**Run 1: PDN straps and rails**

Scale bar: 20 µm. Pins as bars on the die edge.
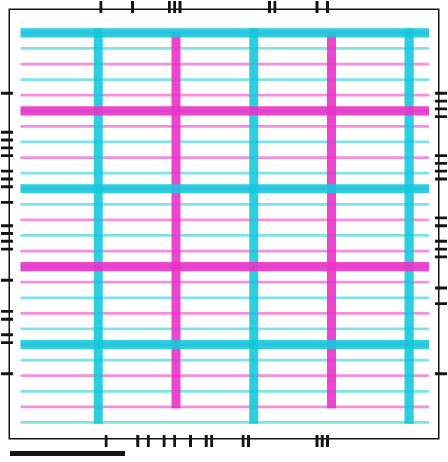
**Run 1: cells coloured by class**

Scale bar: 20 µm.
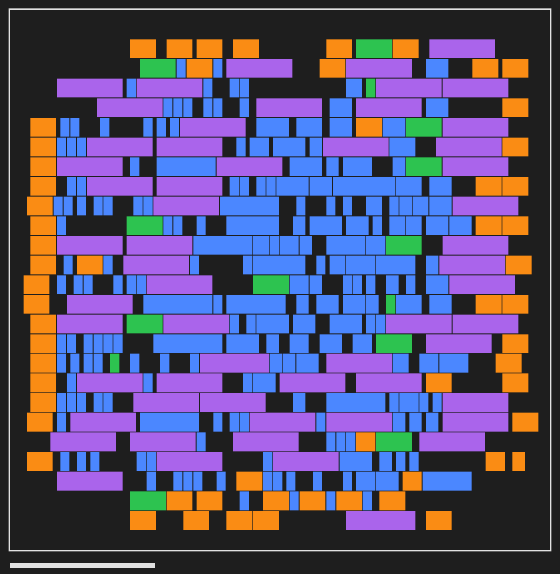
**Run 1: clock distribution**

Scale bar: 20 µm.
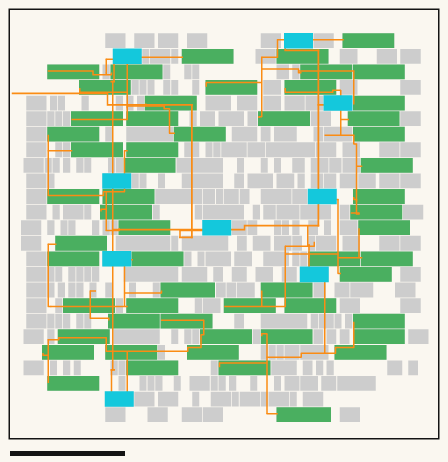
===== src/rtl/nibble_serial_sub.sv =====
// ============================================================================
// Module   : nibble_serial_sub
// Function : Serial A - B - bin, one 4-bit nibble per clock, LSB nibble first.
//            Optional signed overflow flag: define SUB_SIGNED_OVF_EN.
// Revision : 1.0
// ============================================================================
`default_nettype none

module nibble_serial_sub #(
  parameter int WIDTH = 16
) (
  input  logic             sys_clk,
  input  logic             sys_rst_n,
  input  logic             in_valid,
  output logic             in_ready,
  input  logic [WIDTH-1:0] A,
  input  logic [WIDTH-1:0] B,
  input  logic             bin,
  output logic             out_valid,
  input  logic             out_ready,
  output logic [WIDTH-1:0] D,
  output logic             bout,
  output logic             zero
`ifdef SUB_SIGNED_OVF_EN
  ,
  output logic             ovf
`endif
);

  localparam int NIB = WIDTH / 4;
  localparam int CW  = (NIB > 1) ? $clog2(NIB) : 1;
  localparam logic [CW-1:0] c_last = CW'(NIB - 1);

  typedef enum logic [1:0] {
    S_IDLE = 2'd0,
    S_CALC = 2'd1,
    S_DONE = 2'd2
  } state_t;

  state_t           r_state;
  logic [WIDTH-1:0] r_a;
  logic [WIDTH-1:0] r_b;
  logic [WIDTH-1:0] r_d;
  logic             r_carry;
  logic [CW-1:0]    r_cnt;

  logic [CW+1:0]    w_idx;
  logic [3:0]       w_nib_a;
  logic [3:0]       w_nib_b;
  logic [4:0]       w_sum;
  logic [WIDTH-1:0] w_d_next;

  // Subtraction as addition of the complement; carry-in is the inverted borrow.
  always_comb begin
    w_idx    = {r_cnt, 2'b00};
    w_nib_a  = r_a[w_idx +: 4];
    w_nib_b  = r_b[w_idx +: 4];
    w_sum    = {1'b0, w_nib_a} + {1'b0, ~w_nib_b} + {4'b0000, r_carry};
    w_d_next = r_d;
    w_d_next[w_idx +: 4] = w_sum[3:0];
  end

  assign D = r_d;

  always_ff @(posedge sys_clk or negedge sys_rst_n) begin
    if (!sys_rst_n) begin
      r_state   <= S_IDLE;
      r_a       <= '0;
      r_b       <= '0;
      r_d       <= '0;
      r_carry   <= 1'b1;
      r_cnt     <= '0;
      in_ready  <= 1'b1;
      out_valid <= 1'b0;
      bout      <= 1'b0;
      zero      <= 1'b0;
    end else begin
      case (r_state)
        S_IDLE: begin
          if (in_valid) begin
            r_a      <= A;
            r_b      <= B;
            r_carry  <= ~bin;
            r_cnt    <= '0;
            r_d      <= '0;
            in_ready <= 1'b0;
            r_state  <= S_CALC;
          end
        end
        S_CALC: begin
          r_d     <= w_d_next;
          r_carry <= w_sum[4];
          r_cnt   <= r_cnt + CW'(1);
          if (r_cnt == c_last) begin
            bout      <= ~w_sum[4];
            zero      <= (w_d_next == '0);
            out_valid <= 1'b1;
            r_state   <= S_DONE;
          end
        end
        S_DONE: begin
          if (out_ready) begin
            out_valid <= 1'b0;
            in_ready  <= 1'b1;
            r_state   <= S_IDLE;
          end
        end
        default: begin
          out_valid <= 1'b0;
          in_ready  <= 1'b1;
          r_state   <= S_IDLE;
        end
      endcase
    end
  end

`ifdef SUB_SIGNED_OVF_EN
  // Overflow only possible when operand signs differ and the result sign flips away from A.
  always_ff @(posedge sys_clk or negedge sys_rst_n) begin
    if (!sys_rst_n) begin
      ovf <= 1'b0;
    end else if (r_state == S_CALC && r_cnt == c_last) begin
      ovf <= (r_a[WIDTH-1] != r_b[WIDTH-1]) && (w_d_next[WIDTH-1] != r_a[WIDTH-1]);
    end
  end
`endif

endmodule

`default_nettype wire


===== config.mk =====
export PLATFORM = sky130hd
export DESIGN_NAME = nibble_serial_sub
export DESIGN_NICKNAME = d
export VERILOG_FILES = /design/src/rtl/nibble_serial_sub.sv
export SDC_FILE = /design/constraint.sdc
export NUM_CORES = 1
export LEC_CHECK = 0
export CAP_MARGIN = 15
export CORE_MARGIN = 1.5
export CORE_UTILIZATION = 55
export DETAILED_ROUTE_END_ITERATION = 10
export PLACE_DENSITY = 0.85
export SYNTH_ARGS = -nofsm -noshare
export SYNTH_HDL_FRONTEND = slang
export SYNTH_SLANG_ARGS = --single-unit

===== constraint.sdc =====
create_clock -name sys_clk -period 5.4 [get_ports sys_clk]
set_clock_uncertainty 0.1 [all_clocks]
set_input_delay 0.54 -clock sys_clk [delete_from_list [all_inputs] [get_ports sys_clk]]
set_output_delay 0.54 -clock sys_clk [all_outputs]
set_load 0.005 [all_outputs]

==> notes.md, run 1 <==
Status on the layout run. Yosys warning count landed at 0. Post-synth the commonest register cell is dfrtp_1. Max-cap check violation count landed at 0. The critical path goes through mux4_2 -> ha_1 -> nor2b_1 -> o21a_1 -> o21a_1 -> nor3_1 -> a22o_1.

Data required time of the critical path landed at 5.56 ns. The cell-mix breakdown from Yosys lists the compound-gate area share as 0.114. Tracing the worst setup path back leads to its startpoint at r_cnt[0]$_DFFE_PN0P_. Clock tree cell share of total cell area landed at 0.0454. Per the timing report, the most critical flop-to-flop path originates at r_cnt[0]$_DFFE_PN0P_. The clock net in this run drives a total of 57 sinks. Endpoints with negative setup slack in the final report add up to 0.

Per report_power, the Combinational row totals 1.30 mW. Area used by multi-input combinational logic landed at 0.00128 mm². Relative contribution of sequential cells to total power landed at 0.327. In this run the mean area of a mapped cell was between 10 and 15 µm². The script computed a power per unit cell area of approximately 680 mW/mm². Count of antenna diodes in the layout landed at 0. Count of port buffers added during placement landed at 56. Critical path depth in cells landed at 7. Detailed-router iteration count before antenna repair landed at 4. The detailed router put a total of 2500 µm of wire on met1. Number of buffers and inverters on the critical path landed at 0. STA puts the critical path data arrival time at about 3.3 ns. Detailed routing placed a total of 2730 µm of wire on met2. STA lists the endpoint of the worst register-to-register path as D[11]$_DFFE_PN0P_.

Number of library cell types mapped by synthesis landed at between 40 and 50. The registers of the reported paths see a clock transition of 0.06 ns. After detailed routing, the number of vias per cell comes to 5.47. The number of antenna violations at the first check in global routing came to 0. The fraction of cell area in multi-input combinational cells is reported as 0.358. Ranked by power, first place goes to combinational cells. In the global route stage, met2 resource usage came out at 0.369. The flow ran to the end, and the final reports show no timing, DRC or antenna violations. Net count of the finished layout landed at 382. Number of buffers other than clock buffers in the final layout landed at 59. Average wire per standard cell landed at 13.9 µm.

Placer congestion estimate landed at 0.858. According to the cell report, the number of logic gates is 195. Fill cell total of the finished layout landed at 357.

Number of sequential cells in the layout landed at 57. Count of clock-net buffers in the final layout landed at 14. For met1 alone, demand over resource in global routing was 0.298.

Post-synthesis simple-gate area fraction landed at 0.201. Post-synthesis net count landed at 323. The worst setup path is captured at a flip-flop. Multiplexer share of the synthesized area landed at 0.0756. For this design, Yosys synthesis ends with a cell count of 275. For reference, the top logic cell family by area is simple AND/OR/NAND/NOR gates.
Back to the opening pictures, 'PDN straps and rails':
legend:
  cyan:
    net: VSS
  magenta:
    net: VDD
met5 straps: 5
met1 rails: 26
met4 straps: 5
die outline height: 74.7 µm
width of the die: 74.7 µm
Max VDD drop: 0.366 mV

Back to the opening pictures, 'cells coloured by class':
legend:
  purple:
    class: flops
    cells: 57
    share_of_their_area: 41%
  blue:
    class: all other logic
    cells: 207
    share_of_their_area: 38%
  orange:
    class: other buffers and delay cells
    cells: 59
    share_of_their_area: 17%
  green:
    class: clock drivers and dummy loads
    cells: 14
    share_of_their_area: 4.6%
Util after Layout: 0.739
number of rows in the core area: 25
summed area of non-filler cells in the final layout: 0.00358 mm²

Back to the opening pictures, 'clock distribution':
legend:
  cyan:
    item: cells driving clock nets
    count: 9
  orange:
    item: clock wires
    length: 677 µm
  green:
    item: flip-flops
    count: 57
flops lie: all over the die
power consumed by the clock network: 0.335 mW
worst skew pair latency: 0.33 ns
proportion of power drawn by the clock network: 0.138

## run 1: registers in the layout, indices dropped and copies added (netlist names)
register / cells
r_state: 2
zero: 1
out_valid: 1
r_b: 16
bout: 1
r_carry: 1
D: 16
r_cnt: 2
in_ready: 1
r_a: 16
## run 1: synth_stat cells, types with 2 or more instances
master	instances	area, µm²
dfrtp_1	55	1380
a21oi_1	7	35.0
nor3_1	6	30.0
ha_1	9	113
nor2_1	7	26.3
mux4_2	6	135
nand3_1	2	10.0
a22o_1	12	105
mux4_1	2	52.6
o31ai_1	3	22.5
o21ai_0	4	20.0
xor2_1	2	17.5
fa_1	2	40.0
dfstp_2	2	52.6
a32o_1	4	40.0
buf_6	2	22.5
clkbuf_1	6	22.5
o22ai_1	2	12.5
nor4_1	3	18.8
nand2_1	102	383
inv_1	11	41.3
o21a_1	2	15.0
## Run 2: what changed since run 1
CORE_UTILIZATION = 46   (was 55)
PLACE_DENSITY = 0.75   (was 0.85)
clock period = 2.6 ns   (was 5.4 ns; I/O delays follow)
**Run 2: congestion heat map**

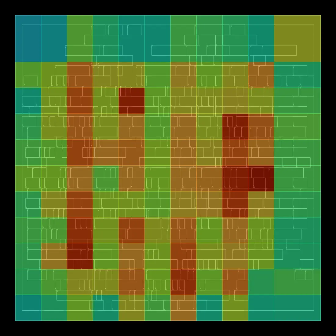
total global routing track utilization: 0.210
Util after Layout: 0.649
met3 track demand over resource: 0.0433
met2 demand-to-capacity share in global routing: 0.331

**Run 2: clock distribution**

Scale bar: 20 µm.
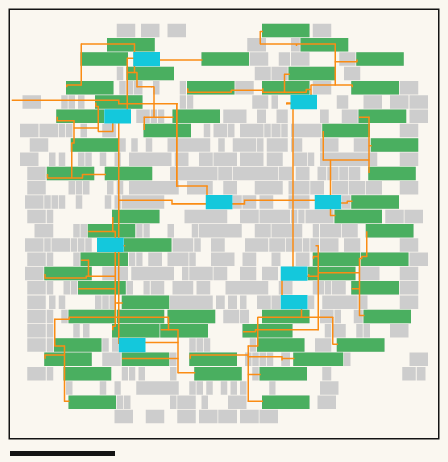
legend:
  cyan:
    item: cells driving clock nets
    count: 9
  green:
    item: flip-flops
    count: 57
  orange:
    item: clock wires
    length: 693 µm
flops lie: all over the die
proportion of power drawn by the clock network: 0.136
power consumed by the clock network: 0.807 mW

==> notes.md, run 2 <==
Status on the layout run. Status: completed (unchanged). The critical path capture point type was a flip-flop (unchanged). The most frequently used flop master after synthesis was dfrtp_1 (unchanged). Placer congestion estimate landed at 0.860 (was 0.858).

The vias per cell came to 5.25 (was 5.47). Final non-filler cell area landed at 0.00384 mm² (was 0.00358 mm²). The library cell occupying the most area in the post-synthesis netlist was dfrtp_1 (unchanged). Share of cell area taken by multi-input logic gates landed at 0.351 (was 0.358).

The critical path depth in cells came to 7 (unchanged). The TritonCTS sink count was 57 (unchanged). The standard-cell row count was 28 (was 25).

Fill cell total of the finished layout landed at 477 (was 357). The met1 capacity usage during global routing came to 0.273 (was 0.298). Chip height landed at 81.4 µm (was 74.7 µm). The clock tree cell share of total cell area came to 0.0508 (was 0.0454).

The leading cell type by number of instances after synthesis is nand2_1 (unchanged). Total cells reported by yosys after synthesis landed at 275 (unchanged). Horizontal extent of the die landed at 81.4 µm (was 74.7 µm). The average footprint of a synthesized cell was 10.3 µm² (unchanged). The arrival time at the worst endpoint is 2.71 ns (was 3.31 ns). Worst IR drop on VDD landed at 0.920 mV (was 0.366 mV).

The top-area cell type share of the netlist area was 0.487 (unchanged). The final count of negative-setup-slack endpoints is 0 (unchanged). Data required time of the critical path landed at 2.74 ns (was 5.56 ns). Detailed-router iteration count before antenna repair landed at 4 (unchanged). Post-synthesis simple-gate area fraction landed at 0.201 (unchanged). Net count of the finished layout landed at 400 (was 382). The number of buffers and inverters on the critical path is 2 (was 0). CP cell instances: buf_6 -> mux4_2 -> fa_2 -> inv_2 -> a221oi_2 -> o311ai_2 -> o31ai_1 (was mux4_2 -> ha_1 -> nor2b_1 -> o21a_1 -> o21a_1 -> nor3_1 -> a22o_1). Area used by multi-input combinational logic landed at 0.00135 mm² (was 0.00128 mm²). The multiplexer share of the synthesized area came to 0.0756 (unchanged). The Yosys warning count came to 0 (unchanged). Max-cap check violation count landed at 0 (unchanged). The beginning of the critical path is r_cnt[0]$_DFFE_PN0P_ (unchanged).
==> run 2: cell types whose count changed in the layout (fill, tap and decap cells not counted), moves of 3 or more <==
cell / delta
clkinv_2: +4
clkbuf_1: -3
buf_6: +4
buf_4: +13
inv_1: -3
inv_2: +3
==> run 2: where the power goes <==
group	leakage [nW]	total (mW)	internal, mW	switching [mW]
combinational	0.987	3.53	1.75	1.77
sequential	0.723	1.59	1.30	0.294
clock	0.102	0.807	0.461	0.346
==> run 2: routing by layer <==
| metal | share of wire | vias up |
|---|---|---|
| met2 | 0.48 | 65 |
| met4 | 0.027 | 0 |
| met1 | 0.45 | 1082 |
| met5 | 0 | - |
| met3 | 0.040 | 17 |
| li1 | - | 1105 |
==> run 2: worst min-delay path, stage by stage <==
cell	delay, ns
clkdlybuf4s50_1	0.39
nand2_1	0.06
nand2_1	0.04
## Run 3: what changed since run 2
CAP_MARGIN = 30   (was 15)
**Run 3: congestion heat map**

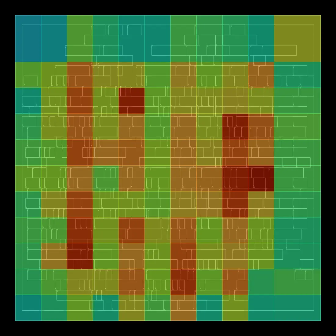
Most Crowded Layer GR: met2
met1 Use GR: 0.273
post-DR wirelength/cell: 14.0 µm

**Run 3: metal layers overlaid**

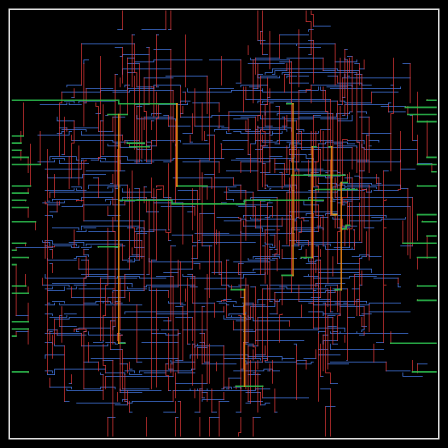
legend:
  red:
    layer: met2
    wire_length: 2900 µm
  orange:
    layer: met4
    wire_length: 166 µm
  green:
    layer: met3
    wire_length: 245 µm
  blue:
    layer: met1
    wire_length: 2750 µm
total detailed-routing wirelength: 6060 µm
routed via count: 2269

==> notes.md, run 3 <==
Status on the layout run. Status: completed (unchanged). Number of buffers and inverters on the critical path landed at 2 (unchanged). Standard-cell row count landed at 28 (unchanged).

The most frequently used flop master after synthesis is dfrtp_1 (unchanged). Total cells reported by yosys after synthesis landed at 275 (unchanged). The library cell occupying the most area in the post-synthesis netlist is dfrtp_1 (unchanged). Chip height landed at 81.4 µm (unchanged).

The max-cap check violation count was 0 (unchanged). Count of antenna diodes in the layout landed at 0 (unchanged). Detailed-router iteration count before antenna repair landed at 4 (unchanged). Net count of the finished layout landed at 400 (unchanged). Fraction of power consumed by the clock network landed at 0.136 (about the same).

Number of antenna violations at the first check in global routing landed at 0 (unchanged). The count of clock-net buffers in the final layout is 10 (unchanged). The critical path capture point type was a flip-flop (unchanged). The number of buffers other than clock buffers in the final layout came to 77 (unchanged). Relative contribution of sequential cells to total power landed at 0.269 (about the same). The count of port buffers added during placement came to 56 (unchanged).

The flip-flop and latch power was 1.59 mW (about the same). Horizontal extent of the die landed at 81.4 µm (unchanged). The number of sequential cells in the layout is 57 (unchanged). The Yosys warning count came to 0 (unchanged). Critical path depth in cells landed at 7 (unchanged).
run 3: cell counts in the layout (fill, tap and decap cells not counted):
Identical to the previous run, type by type.
run 3: kinds of logic (layout without fill, tap and decap cells):
family          Yosys count  in the layout  synth area share
simple gates            129            129             0.201
flops                    57             57             0.505
compound gates           42             42             0.114
buf+inv                  23            105            0.0411
fa+ha+maj                11             11            0.0540
mux                      10             10            0.0756
xor+xnor                  3              3           0.00929
run 3: metal layers:
layer  share of wire  track usage  vias to the layer above
met5               0            0                        -
met4           0.027        0.107                        0
met3           0.040       0.0433                       17
met2            0.48        0.331                       65
met1            0.45        0.273                     1082
li1                -            -                     1105
run 3: per-stage QoR:
stage	total power, mW	instance area (µm²)
floorplan	3.59	2840
global placement	4.45	3520
detailed placement	4.54	3520
CTS	5.42	3740
global route	6.42	3840
finish	5.93	3840
Power is estimated from default activity; no workload was simulated.
